==> config.mk <==
export PLATFORM = sky130hd
export DESIGN_NAME = activation
export DESIGN_NICKNAME = d
export VERILOG_FILES = /design/src/rtl/activation_pkg.sv /design/src/rtl/activation_stash.sv /design/src/rtl/activation.sv
export SDC_FILE = /design/constraint.sdc
export NUM_CORES = 1
export LEC_CHECK = 0
export CORE_ASPECT_RATIO = 1.1
export CORE_MARGIN = 4
export CORE_UTILIZATION = 40
export CTS_CLUSTER_SIZE = 16
export DETAILED_ROUTE_END_ITERATION = 8
export GPL_TIMING_DRIVEN = 0
export PLACE_DENSITY = 0.76
export SETUP_SLACK_MARGIN = 0.4
export SLEW_MARGIN = 0
export SYNTH_ARGS = -nofsm -noshare
export SYNTH_HDL_FRONTEND = slang
export SYNTH_HIERARCHICAL = 1
export SYNTH_SLANG_ARGS = --single-unit
==> constraint.sdc <==
create_clock -name clock -period 8.14 [get_ports clock]
set_clock_uncertainty 0.2 [all_clocks]
set_input_delay 1.628 -clock clock [delete_from_list [all_inputs] [get_ports clock]]
set_output_delay 1.628 -clock clock [all_outputs]
set_load 0.03 [all_outputs]
met3.png
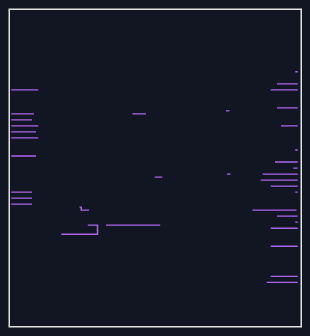
wire length on this layer: 165 um
share of all routed wire: 5.1%
longest straight run: 12.0 um
routed vias: 1470
drt total wl: 3.214 mm

wire_density.png
The die is cut into 13 by 14 equal tiles; black is low, pale yellow is high, scaled to the fullest tile. Values are wire area over tile area, all layers added.
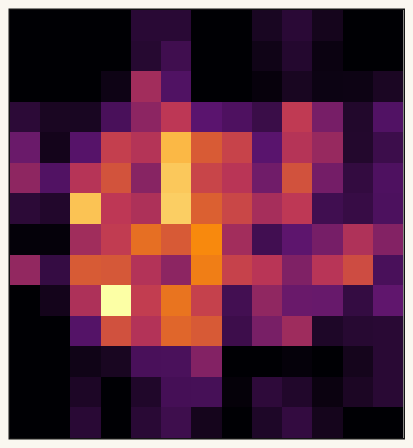
mean over tiles: 0.11
emptiest ninth of the die: upper left
nearly empty tiles: 24%
tiles over half the peak: 17%
fullest tile: 0.46
Total GRT Usage: 13.60%
WL/cell: 11.20 um

density.png
The die is cut into 7 by 7 equal tiles; black is low, pale yellow is high, 0 to 100% covered.
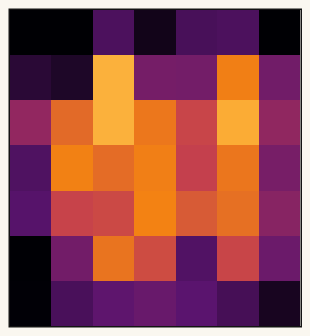
emptiest ninth of the die: upper left
mean over tiles: 39%
tiles over 75% full: 6.1%
Final Util: 54.73%
fp_density: 42.51%

==> flow_summary.toml <==
# physical design summary
[worst_setup_path]
reg2reg_slack_ns = 6.61
slowest_stage = "a222oi_1"
reg2reg_depth = 5
crit_buf_inv = 3
critPathKind = "in2reg"
crit_family = "simple AND/OR/NAND/NOR gates"
cp-end-kind = "flop"
crit_cells = 16

[pwr]
vdd_ir_drop_max_mv = 0.03323
power.leakage_nw = 0.7315
power_density_nw_per_um2 = 106.9
power.total_w = 0.0002013

[finish]
lay_top_count = "clkdlybuf4s50_1"
clock_buffers = 4
n_antenna_cell = 0
fillers = 340
lay_top_cells = "27 x clkdlybuf4s50_1, 24 x a21oi_1, 19 x buf_4"
largest_reg_flops = 8
seq_area_um2 = 180.2
syn2layout_area_growth_pct = 28.74
sh_comb_area_pct = 59.60
inverters = 7
final_area_um2 = 1883
drive_gt1_share_pct = 19.25
nMultiInputCombCells = 165
combGateArea_um2 = 1122
largest_class = "combinational gates"

[route]
ant_nets = 0
via_per_inst = 5.122
drt_pass1_iterations = 4
drc = 0

[synth]
ff_type = "dfxtp_1"
synthAdderAreaFrac_pct = 4.277
netlist_area_um2 = 1463
syn_area_per_cell_um2 = 7.658
yosys.area_share.simple_pct = 23.95
async_reset_ff_share_pct = 0
common_cells = "24 x a21oi_1, 19 x buf_4, 14 x nand2_1"
yosysTopAreaCellShare_pct = 12.32
synth_chip_area_um2 = 1463
synth_area_leader_cell = "dfxtp_1"
muxShareOfSynthArea_pct = 0.9410
most_common_cell = "a21oi_1"
ys_cells = 191

[global_route]
grt_pass1_wl_mm = 5.423
gr-total-overflow = 0
grt_max_degree = 11
use_met1_pct = 18.02
grt_util_met3_pct = 0.4702

[sta]
worst_pin_slew_ns = 0.8090
post-route-period-util_pct = 81.29
max_freq_mhz = 151.1
setup_viol = 0
maxSlewHeadroom_pct = 46.06
hold_violations = 0
period_needed_ns = 6.617

[floorplanning]
die_width_um = 65.66
fp-row-count = 22
n_tap_cell = 48

[placement]
dpl_worst_slack_ns = 1.265
placed_cell_area_um2 = 1857
globalplace.congestion = 0.8810
dp_cells = 283

[clocking]
clk_latency_ns = 0.25
clkSinkCount = 9
post_cts_buffers = 0
htreeDepth = 1

[outcome]
status = "finished clean"

[worst_hold_path]
hold_path_class = "reg2reg"
hold_depth = 2

[job]
max-cap-violations = 0
==> where the power goes <==
part	leakage [nW]	internal, W	switching [W]	total [W]
Clock	0.0150	0.0000188	0.0000141	0.0000329
Combinational	0.641	0.0000492	0.0000676	0.000117
Sequential	0.0753	0.0000493	0.00000230	0.0000516
Total	0.732	0.000117	0.0000840	0.000201
==> metal layers <==
layer / vias to the layer above / share of wire, %
met5: - / 0
met4: 0 / 0.44
met3: 2 / 5.1
met2: 43 / 49
met1: 650 / 45
li1: 775 / -
Power and IR drop assume default switching activity.
